run_1/layer_met1.png
Scale bar: 20 microns. Supply wires on this layer in gray.
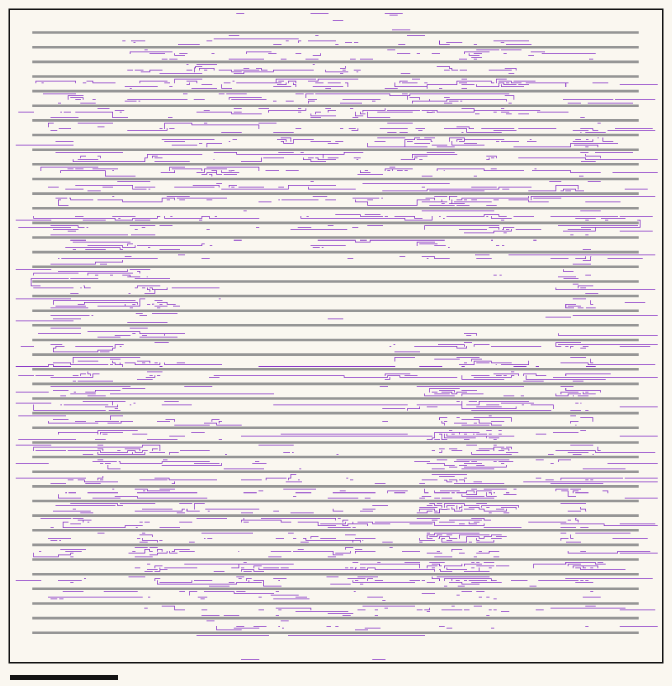
run_1/layer_met2.png
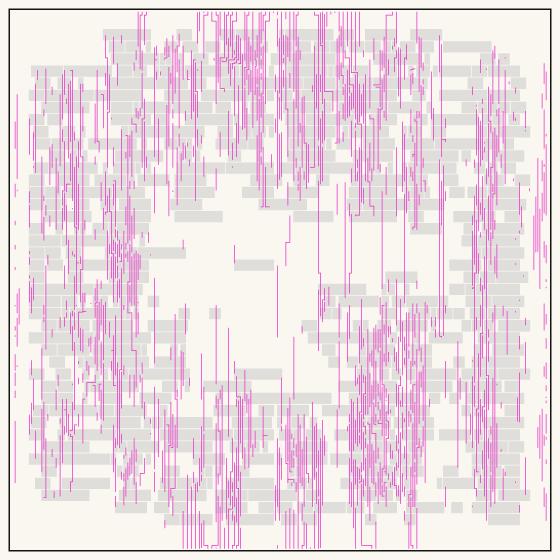
run_1/layer_met3.png
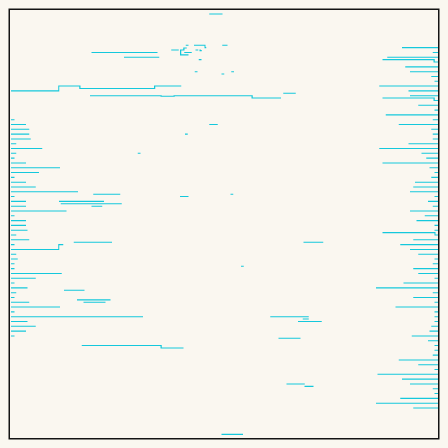
run_1/layer_met4.png
Scale bar: 20 microns. Supply wires on this layer in gray.
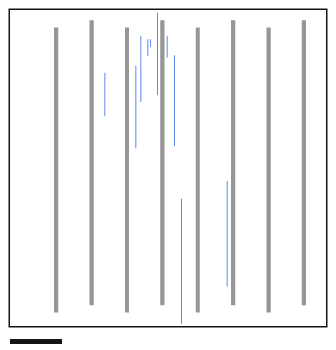
==> config.mk <==
export PLATFORM = sky130hd
export DESIGN_NAME = pe_array_id_loader
export DESIGN_NICKNAME = d
export VERILOG_FILES = /design/src/rtl/pe_array_pkg.sv /design/src/rtl/pe_array_id_loader.sv
export SDC_FILE = /design/constraint.sdc
export NUM_CORES = 1
export LEC_CHECK = 0
export CAP_MARGIN = 20
export CORE_MARGIN = 4
export CORE_UTILIZATION = 39
export DETAILED_ROUTE_END_ITERATION = 10
export HOLD_SLACK_MARGIN = 0.1
export PLACE_DENSITY = 0.85
export SETUP_SLACK_MARGIN = 0.15
export SKIP_CTS_REPAIR_TIMING = 1
export SLEW_MARGIN = 15
export SYNTH_ARGS = -nofsm -noshare
export SYNTH_HDL_FRONTEND = slang
export SYNTH_SLANG_ARGS = --single-unit
==> constraint.sdc <==
create_clock -name clk -period 2.9 [get_ports clk]
set_input_delay 0.87 -clock clk [delete_from_list [all_inputs] [get_ports clk]]
set_output_delay 0.87 -clock clk [all_outputs]
set_load 0.05 [all_outputs]
==> src/rtl/pe_array_pkg.sv <==
// Shared types for the PE-array ID loader: sequencer states, default geometry
// and the layout of one ID table entry.
package pe_array_pkg;

    typedef enum logic [2:0] {
        IDLE    = 3'd0,
        READ_Y  = 3'd1,
        READ_X  = 3'd2,
        DRAIN   = 3'd3,
        LOAD_LN = 3'd4,
        APPLY   = 3'd5
    } id_ld_state_e;

    localparam int DEF_ROW      = 6;
    localparam int DEF_COL      = 8;
    localparam int DEF_XID_BITS = 5;
    localparam int DEF_YID_BITS = 3;

    localparam int N_Y = DEF_ROW;
    localparam int N_X = DEF_ROW * DEF_COL;

    typedef struct packed {
        logic [DEF_XID_BITS-1:0] ifmap;
        logic [DEF_XID_BITS-1:0] filter;
        logic [DEF_XID_BITS-1:0] ipsum;
        logic [DEF_XID_BITS-1:0] opsum;
    } id_entry_t;

endpackage

==> src/rtl/pe_array_id_loader.sv <==
// Configuration sequencer: ID table -> GIN/GON scan chains, then LN config, then PE config/enables.
// Optional PE_ID_LOADER_LN_ONLY_EN adds an ln_only input that skips the table scan.
module pe_array_id_loader
    import pe_array_pkg::*;
#(
    parameter int NUMS_PE_ROW = DEF_ROW,
    parameter int NUMS_PE_COL = DEF_COL,
    parameter int XID_BITS    = DEF_XID_BITS,
    parameter int YID_BITS    = DEF_YID_BITS,
    parameter int CONFIG_SIZE = 10,
    parameter int TBL_AW      = 6
) (
    input  logic                               clk,
    input  logic                               rst,
    input  logic                               start,
`ifdef PE_ID_LOADER_LN_ONLY_EN
    input  logic                               ln_only,
`endif
    input  logic [NUMS_PE_ROW-2:0]             ln_cfg,
    input  logic [CONFIG_SIZE-1:0]             pe_cfg,
    input  logic [NUMS_PE_ROW*NUMS_PE_COL-1:0] pe_en_mask,
    output logic                               busy,
    output logic                               done,
    output logic                               tbl_rd,
    output logic [TBL_AW-1:0]                  tbl_addr,
    input  logic [4*XID_BITS-1:0]              tbl_rdata,
    output logic                               set_XID,
    output logic [XID_BITS-1:0]                ifmap_XID_scan_in,
    output logic [XID_BITS-1:0]                filter_XID_scan_in,
    output logic [XID_BITS-1:0]                ipsum_XID_scan_in,
    output logic [XID_BITS-1:0]                opsum_XID_scan_in,
    output logic                               set_YID,
    output logic [YID_BITS-1:0]                ifmap_YID_scan_in,
    output logic [YID_BITS-1:0]                filter_YID_scan_in,
    output logic [YID_BITS-1:0]                ipsum_YID_scan_in,
    output logic [YID_BITS-1:0]                opsum_YID_scan_in,
    output logic                               set_LN,
    output logic [NUMS_PE_ROW-2:0]             LN_config_in,
    output logic [CONFIG_SIZE-1:0]             PE_config,
    output logic [NUMS_PE_ROW*NUMS_PE_COL-1:0] PE_en
);

    localparam int NY  = NUMS_PE_ROW;
    localparam int NX  = NUMS_PE_ROW * NUMS_PE_COL;
    localparam int NPE = NUMS_PE_ROW * NUMS_PE_COL;

    id_ld_state_e             state, state_nxt;
    logic [TBL_AW-1:0]        cnt;
    logic                     pend_vld, pend_x;
    logic                     accept, skip_scan;
    logic [NUMS_PE_ROW-2:0]   ln_q;
    logic [CONFIG_SIZE-1:0]   cfg_q;
    logic [NPE-1:0]           mask_q;

`ifdef PE_ID_LOADER_LN_ONLY_EN
    assign skip_scan = ln_only;
`else
    assign skip_scan = 1'b0;
`endif

    assign accept = (state == IDLE) && start;
    assign busy   = (state != IDLE);

    always_ff @(posedge clk) begin
        if (rst) state <= IDLE;
        else     state <= state_nxt;
    end

    always_comb begin
        state_nxt    = state;
        tbl_rd       = 1'b0;
        tbl_addr     = '0;
        set_LN       = 1'b0;
        LN_config_in = '0;
        done         = 1'b0;
        case (state)
            IDLE:    if (start) state_nxt = skip_scan ? LOAD_LN : READ_Y;
            READ_Y: begin
                tbl_rd   = 1'b1;
                tbl_addr = cnt;
                if (cnt == '0) state_nxt = READ_X;
            end
            READ_X: begin
                tbl_rd   = 1'b1;
                tbl_addr = cnt + TBL_AW'(NY);
                if (cnt == '0) state_nxt = DRAIN;
            end
            DRAIN:   state_nxt = LOAD_LN;
            LOAD_LN: begin
                set_LN       = 1'b1;
                LN_config_in = ln_q;
                state_nxt    = APPLY;
            end
            APPLY: begin
                done      = 1'b1;
                state_nxt = IDLE;
            end
            default: state_nxt = IDLE;
        endcase
    end

    // Index counter runs highest-first and parks at 0; reloaded for the X pass.
    always_ff @(posedge clk) begin
        if (rst) begin
            cnt <= '0;
        end else if (state == IDLE) begin
            cnt <= TBL_AW'(NY - 1);
        end else if (state == READ_Y) begin
            cnt <= (cnt == '0) ? TBL_AW'(NX - 1) : cnt - 1'b1;
        end else if (state == READ_X && cnt != '0) begin
            cnt <= cnt - 1'b1;
        end
    end

    always_ff @(posedge clk) begin
        if (rst) begin
            pend_vld <= 1'b0;
            pend_x   <= 1'b0;
        end else begin
            pend_vld <= tbl_rd;
            pend_x   <= (state == READ_X);
        end
    end

    assign set_YID = pend_vld & ~pend_x;
    assign set_XID = pend_vld &  pend_x;

    assign ifmap_XID_scan_in  = set_XID ? tbl_rdata[3*XID_BITS +: XID_BITS] : '0;
    assign filter_XID_scan_in = set_XID ? tbl_rdata[2*XID_BITS +: XID_BITS] : '0;
    assign ipsum_XID_scan_in  = set_XID ? tbl_rdata[1*XID_BITS +: XID_BITS] : '0;
    assign opsum_XID_scan_in  = set_XID ? tbl_rdata[0*XID_BITS +: XID_BITS] : '0;

    assign ifmap_YID_scan_in  = set_YID ? tbl_rdata[3*XID_BITS +: YID_BITS] : '0;
    assign filter_YID_scan_in = set_YID ? tbl_rdata[2*XID_BITS +: YID_BITS] : '0;
    assign ipsum_YID_scan_in  = set_YID ? tbl_rdata[1*XID_BITS +: YID_BITS] : '0;
    assign opsum_YID_scan_in  = set_YID ? tbl_rdata[0*XID_BITS +: YID_BITS] : '0;

    always_ff @(posedge clk) begin
        if (accept) begin
            ln_q   <= ln_cfg;
            cfg_q  <= pe_cfg;
            mask_q <= pe_en_mask;
        end
    end

    // The array stays idle from acceptance until APPLY publishes the new enables.
    always_ff @(posedge clk) begin
        if (rst) begin
            PE_config <= '0;
            PE_en     <= '0;
        end else if (accept) begin
            PE_en <= '0;
        end else if (state == APPLY) begin
            PE_config <= cfg_q;
            PE_en     <= mask_q;
        end
    end

endmodule
==> flow_metrics.py, run 1 <==
# Auto-generated metrics
metrics = {
    "clocking": {
        "root_buffer": "clkbuf_16",
        "clkLatencyLatePin_ns": 0.40,
        "cts_buffer_depth": 2,
    },
    "sta": {
        "setup_tns_ns": 0,
        "setup_viol": 0,
        "holdWs_ns": 0.456,
        "grt_setup_unrepaired": "yes",
        "period_used_share": 0.955,
    },
    "logic_synthesis": {
        "synth_seq_share": 0.655,
        "yosys_cells": 454,
        "ys_types": 42,
        "synth-area-yosys_sq_um": 4990,
        "common_cells": "nand2_1, dfxtp_1, edfxtp_1, a21oi_1, and3_1",
        "syn_area_per_cell_sq_um": 11.0,
        "synth_nets": 542,
    },
    "global_route": {
        "grt_usage": 0.179,
        "grt_max_degree": 59,
    },
    "power_and_ir_drop": {
        "p_switching_mw": 1.31,
        "p_comb_frac": 0.152,
    },
    "layout": {
        "final_cell_area_sq_um": 8020,
    },
    "critical_path": {
        "crit_chain": "inv_1 -> ha_2 -> or4_1 -> a21oi_2 -> buf_12",
        "crit_family": "simple AND/OR/NAND/NOR gates",
        "endpoint_kind": "primary output",
    },
    "floorplan": {
        "row_count": 41,
    },
    "place": {
        "gp_congestion": 0.864,
    },
    "route": {
        "wl_met2_mm": 6.96,
        "drt_iter0_drc": 129,
        "top_layer_used": "met4",
        "postRouteAntennaNets": 0,
        "met3_length_mm": 1.00,
        "wl_per_cell_microns": 16.2,
    },
    "status": {
        "status": "finished clean",
    },
}
-- layer_met1.png (at the start) --
The layer holds 39% of the routed length. The layer carries 5,250 microns of wire.
vias: 4,073
met1 GRT Util: 0.189
final wirelength: 13.5 mm

-- layer_met2.png (at the start) --
The layer carries 6,960 microns of wire. The wires run mostly vertical. The longest straight run is 44.5 microns.
met2 Use GR: 0.330

-- layer_met3.png (at the start) --
The layer holds 7.5% of the routed length. 144 nets have wire on it.
grt met3 use: 0.0545

-- layer_met4.png (at the start) --
The wires run mostly vertical. The layer holds 1.8% of the routed length. 9 nets have wire on it. The longest straight run is 47.6 microns. The layer carries 243 microns of wire.

run 1: logic make-up after synthesis:
family | count (synthesis) | share of synthesized area
buffers and inverters | 34 | 0.0368
AOI/OAI and AO/OA | 85 | 0.111
and+or+nand+nor | 197 | 0.184
xor gates and xnor gates | 2 | 0.00351
DFF | 132 | 0.655
muxes | 2 | 0.00401
adders and majority gates | 2 | 0.00501
run 1: flip-flops by register name (all words and copies together) (netlist names):
register,flops
PE_en,48
mask_q,48
PE_config,10
cfg_q,10
cnt,6
ln_q,5
state,3
pend_vld,1
pend_x,1
run 1: per-layer routing:
| layer | global-route usage | vias up |
|---|---|---|
| li1 | - | 1935 |
| met4 | 0.0714 | 0 |
| met5 | 0 | - |
| met2 | 0.330 | 189 |
| met1 | 0.189 | 1928 |
| met3 | 0.0545 | 21 |
run 1: path summary, 6_finish.rpt:
| check | from | end | slack, ns |
|---|---|---|---|
| setup / recovery | cnt[2] | tbl_addr[5] | 0.13 |
| hold / removal | PE_en[9] | PE_en[9] | 0.46 |
| setup reg to reg | state[2] | mask_q[2] | 1.03 |
| hold reg to reg | PE_en[9] | PE_en[9] | 0.46 |
run 1: cell type report:
type	count	area, sq um	area share
clock inverter	12	176	0.0220
tap	172	215	0.0268
inverter	6	22.5	0.00281
sequential	132	3280	0.409
timing repair buffer	202	2310	0.289
clock buffer	20	467	0.0582
multi-input combinational	288	1550	0.193
run 1: power by group through the flow:
stage / combinational, mW / sequential, mW / clock (mW)
after global routing: 0.847 / 2.20 / 2.40
after detailed placement: 0.800 / 2.22 / 0
after CTS: 0.804 / 2.19 / 2.32
after floorplan: 0.445 / 2.22 / 0
after global placement: 0.774 / 2.21 / 0
final: 0.800 / 2.19 / 2.28
run_1/congestion.png
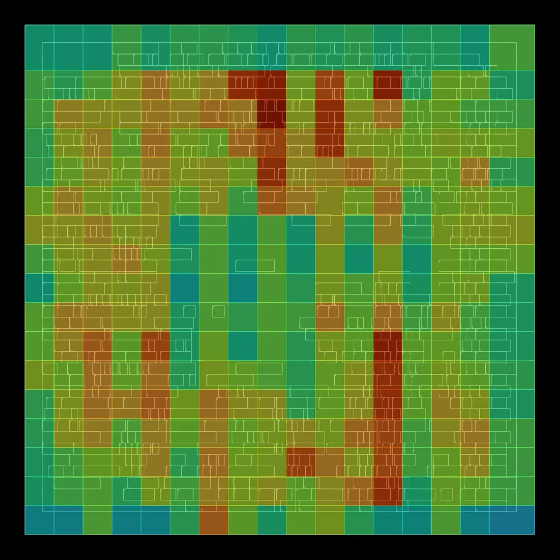

## Run 2: what changed since run 1
Settings changed: CAP_MARGIN 20 to default, MAX_ROUTING_LAYER from default to met4, SKIP_LAST_GASP from default to 1.
run_2/congestion.png
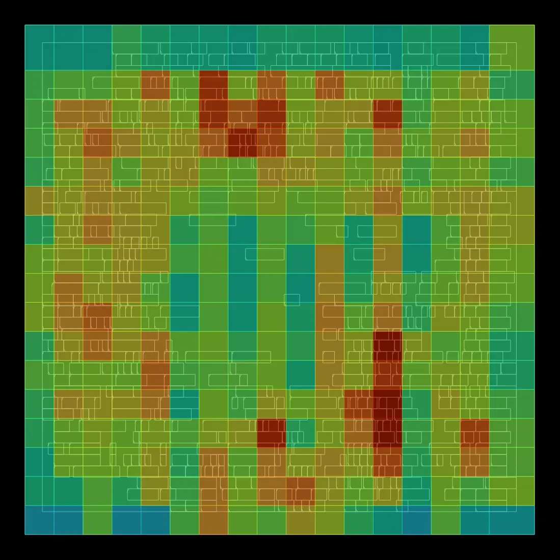
met2 Use GR: 0.315
Core Util, Final: 0.636
Most Crowded Layer GR: met2
wire length per cell: 15.6 microns

run_2/layer_met1.png
Scale bar: 20 microns. Supply wires on this layer in gray.
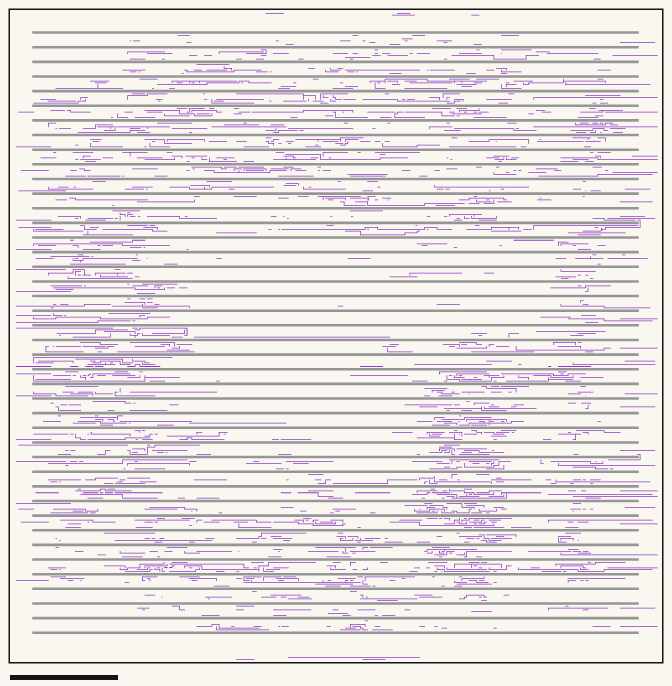
The wires run mostly horizontal. The longest straight run is 36.3 microns. The layer holds 39% of the routed length. 656 nets have wire on it.
final wirelength: 13.0 mm
met1 GRT Util: 0.184

==> flow_metrics.py, run 2 <==
# Auto-generated metrics
metrics = {
    "status": {
        "status": "finished clean",
    },
    "layout": {
        "layout_top_registers": "PE_en x48, mask_q x48",
        "mi_logic_area_sq_um": 1570,
        "flop_area_sq_um": 3280,
        "final_cell_area_sq_um": 7990,
    },
    "place": {
        "gp_congestion": 0.879,
    },
    "sta": {
        "setup_viol": 0,
        "holdWs_ns": 0.452,
        "period_used_share": 0.930,
        "setup_tns_ns": 0,
        "grt_setup_unrepaired": "yes",
    },
    "logic_synthesis": {
        "synth-warning-count": 0,
        "synth_seq_share": 0.655,
        "ys_sh_xor": 0.00351,
        "edf_count": 63,
        "common_cells": "nand2_1, dfxtp_1, edfxtp_1, a21oi_1, and3_1",
        "synth-simple-area-share": 0.184,
        "synthMuxAreaShare": 0.00401,
        "aoi_share": 0.111,
        "syn_area_per_cell_sq_um": 11.0,
        "fa_ha_area_frac": 0.00501,
        "top_area_cell": "edfxtp_1",
        "synth_nets": 542,
        "synth-area-yosys_sq_um": 4990,
        "ys_types": 42,
        "yosys_cells": 454,
    },
    "clocking": {
        "clkLatencyLatePin_ns": 0.40,
        "root_buffer": "clkbuf_16",
    },
    "route": {
        "drt_iter0_drc": 134,
        "postRouteAntennaNets": 0,
    },
    "critical_path": {
        "crit_arrival_ns": 1.83,
        "crit_chain": "inv_1 -> ha_4 -> or4_4 -> a21oi_4 -> buf_12",
        "endpoint_kind": "primary output",
    },
    "global_route": {
        "grt_usage": 0.179,
        "grt_max_degree": 59,
    },
    "power_and_ir_drop": {
        "p_switching_mw": 1.26,
        "p_comb_frac": 0.158,
    },
    "floorplan": {
        "row_count": 41,
    },
    "hold_path": {
        "hold_depth": 2,
    },
}
run 2: cell counts after synthesis:
No cell type changed its count.
run 2: path summary, 6_finish.rpt:
path | startpoint | to | slack, ns
max | cnt[2] | tbl_addr[5] | 0.20
max reg2reg | state[2] | cfg_q[5] | 1.02
min reg2reg | PE_en[5] | PE_en[5] | 0.45
min | PE_en[5] | PE_en[5] | 0.45
run 2: area by class of cell:
type	count	share of cell area
antenna	1	0.000313
clock buffer	24	0.0603
clock inverter	8	0.0125
inverter	6	0.00282
multi-input combinational	288	0.196
sequential	132	0.411
tap	172	0.0269
timing repair buffer	201	0.290
run 2: logic make-up (layout without fill, tap and decap cells):
logic type | after synthesis | after routing
and+or+nand+nor | 197 | 197
xor gates and xnor gates | 2 | 2
muxes | 2 | 2
buffers and inverters | 34 | 239
other | 0 | 1
DFF | 132 | 132
adders and majority gates | 2 | 2
AOI/OAI and AO/OA | 85 | 85
run 2: power by group through the flow:
stage                     registers [mW]  clock network (mW)  logic [mW]
final                               2.19                2.07       0.802
after global routing                2.20                2.20       0.855
after CTS                           2.18                2.12       0.798
after detailed placement            2.22                   0       0.796
after global placement              2.21                   0       0.778
after floorplan                     2.22                   0       0.445
run 2: worst max-delay path: cells and delay by family (launching register included):
kind	cells	cell delay, ns
flip-flops	1	0.37
AND-OR/OR-AND	1	0.15
AND/OR/NAND/NOR	1	0.52
buffers and inverters	2	0.22
adder cells (fa/ha/maj)	1	0.17
run 2: routing by layer:
metal	wire (microns)	global-route usage
met3	971	0.0573
met2	6720	0.315
met4	262	0.0770
met5	0	-
met1	5020	0.184
## Run 3: what changed since run 2
Settings changed: CORE_UTILIZATION 39 to 35, CTS_CLUSTER_DIAMETER from default to 60, PLACE_DENSITY 0.85 to 0.79.
run_3/congestion.png
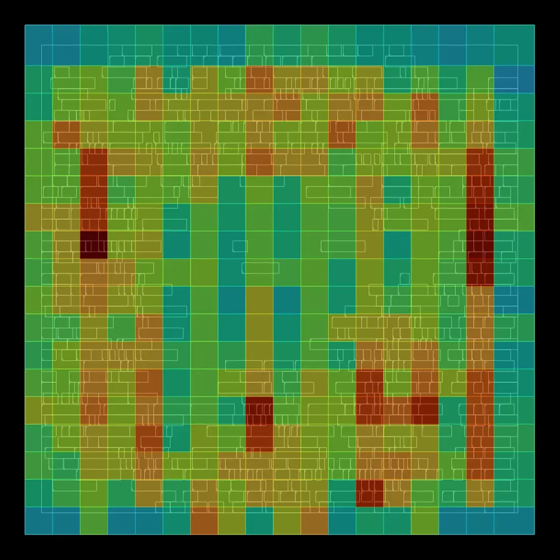
wire length per cell: 15.8 microns
met1 GRT Util: 0.180
met2 Use GR: 0.281

run_3/layer_met3.png
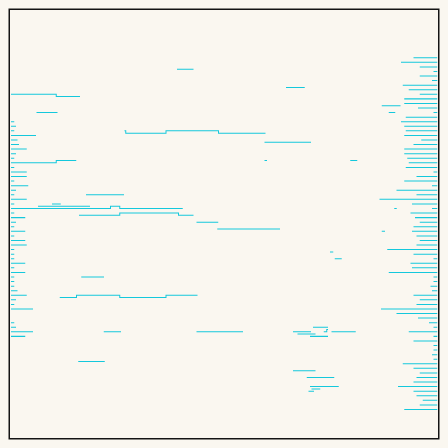
final wirelength: 13.3 mm
grt met3 use: 0.0497
vias: 4,086

==> flow_metrics.py, run 3 <==
# Auto-generated metrics
metrics = {
    "status": {
        "status": "finished clean",
    },
    "logic_synthesis": {
        "yosys_cells": 454,
        "ys_types": 42,
        "syn_area_per_cell_sq_um": 11.0,
        "common_cells": "nand2_1, dfxtp_1, edfxtp_1, a21oi_1, and3_1",
        "synth-warning-count": 0,
        "top_area_cell": "edfxtp_1",
    },
    "critical_path": {
        "r2r-end": "PE_en[5]",
        "r2r_slack_ns": 0.93,
        "r2r_start": "state[2]",
        "endpoint_kind": "primary output",
        "critPathBufInv": 2,
    },
    "hold_path": {
        "holdPathEnd": "PE_en[1]",
        "min-delay-start": "PE_en[1]",
    },
    "global_route": {
        "grt_max_degree": 64,
    },
    "floorplan": {
        "row_count": 43,
    },
    "layout": {
        "layout_top_registers": "PE_en x48, mask_q x48",
        "final_cell_area_sq_um": 8050,
    },
    "sta": {
        "grt_setup_unrepaired": "yes",
        "setup_viol": 0,
        "holdWs_ns": 0.450,
    },
    "clocking": {
        "clkLatencyLatePin_ns": 0.41,
    },
    "route": {
        "postRouteAntennaNets": 0,
    },
}
-- run 3: worst min-delay path: stages, from the launching register on --
cell and delay, ns:
dfxtp_1 0.30, nand2_1 0.05, a21oi_1 0.05
-- run 3: kinds of logic after synthesis --
| family | Yosys count | share of synthesized area |
|---|---|---|
| and+or+nand+nor | 197 | 0.184 |
| DFF | 132 | 0.655 |
| AOI/OAI and AO/OA | 85 | 0.111 |
| buffers and inverters | 34 | 0.0368 |
| xor gates and xnor gates | 2 | 0.00351 |
| muxes | 2 | 0.00401 |
| adders and majority gates | 2 | 0.00501 |
-- run 3: how the worst max path moves through the flow --
stage,slack [ns],from,endpoint,cells after the start
after floorplan,0.26,state[1],tbl_addr[0],3
after global placement,0.28,tbl_rdata[2],opsum_XID_scan_in[2],3
after detailed placement,0.26,tbl_rdata[0],opsum_XID_scan_in[0],3
after CTS,-0.03,cnt[1],tbl_addr[5],5
after global routing,0.12,cnt[2],tbl_addr[5],5
final,0.19,cnt[2],tbl_addr[5],5
-- run 3: metal layers --
layer | up-vias | wire length (microns)
met4 | 0 | 211
met5 | - | 0
met1 | 1930 | 5310
met2 | 183 | 6820
li1 | 1954 | -
met3 | 19 | 991
-- run 3: where the power goes --
part | switching [mW] | internal (mW) | total [mW]
clock network | 0.728 | 1.40 | 2.13
logic | 0.478 | 0.345 | 0.823
registers | 0.0623 | 2.13 | 2.19
total | 1.27 | 3.87 | 5.14
-- run 3: layout make-up --
class / instances / area (sq um) / share of cell area
Inverter: 6 / 22.5 / 0.00280
Clock inverter: 5 / 103 / 0.0127
Sequential cell: 132 / 3280 / 0.408
Antenna cell: 1 / 2.50 / 0.000311
Multi-Input combinational cell: 289 / 1580 / 0.197
Clock buffer: 27 / 483 / 0.0600
Tap cell: 180 / 225 / 0.0280
Timing Repair Buffer: 205 / 2350 / 0.292
No activity file was given, so power comes from the tool's default toggle rates.
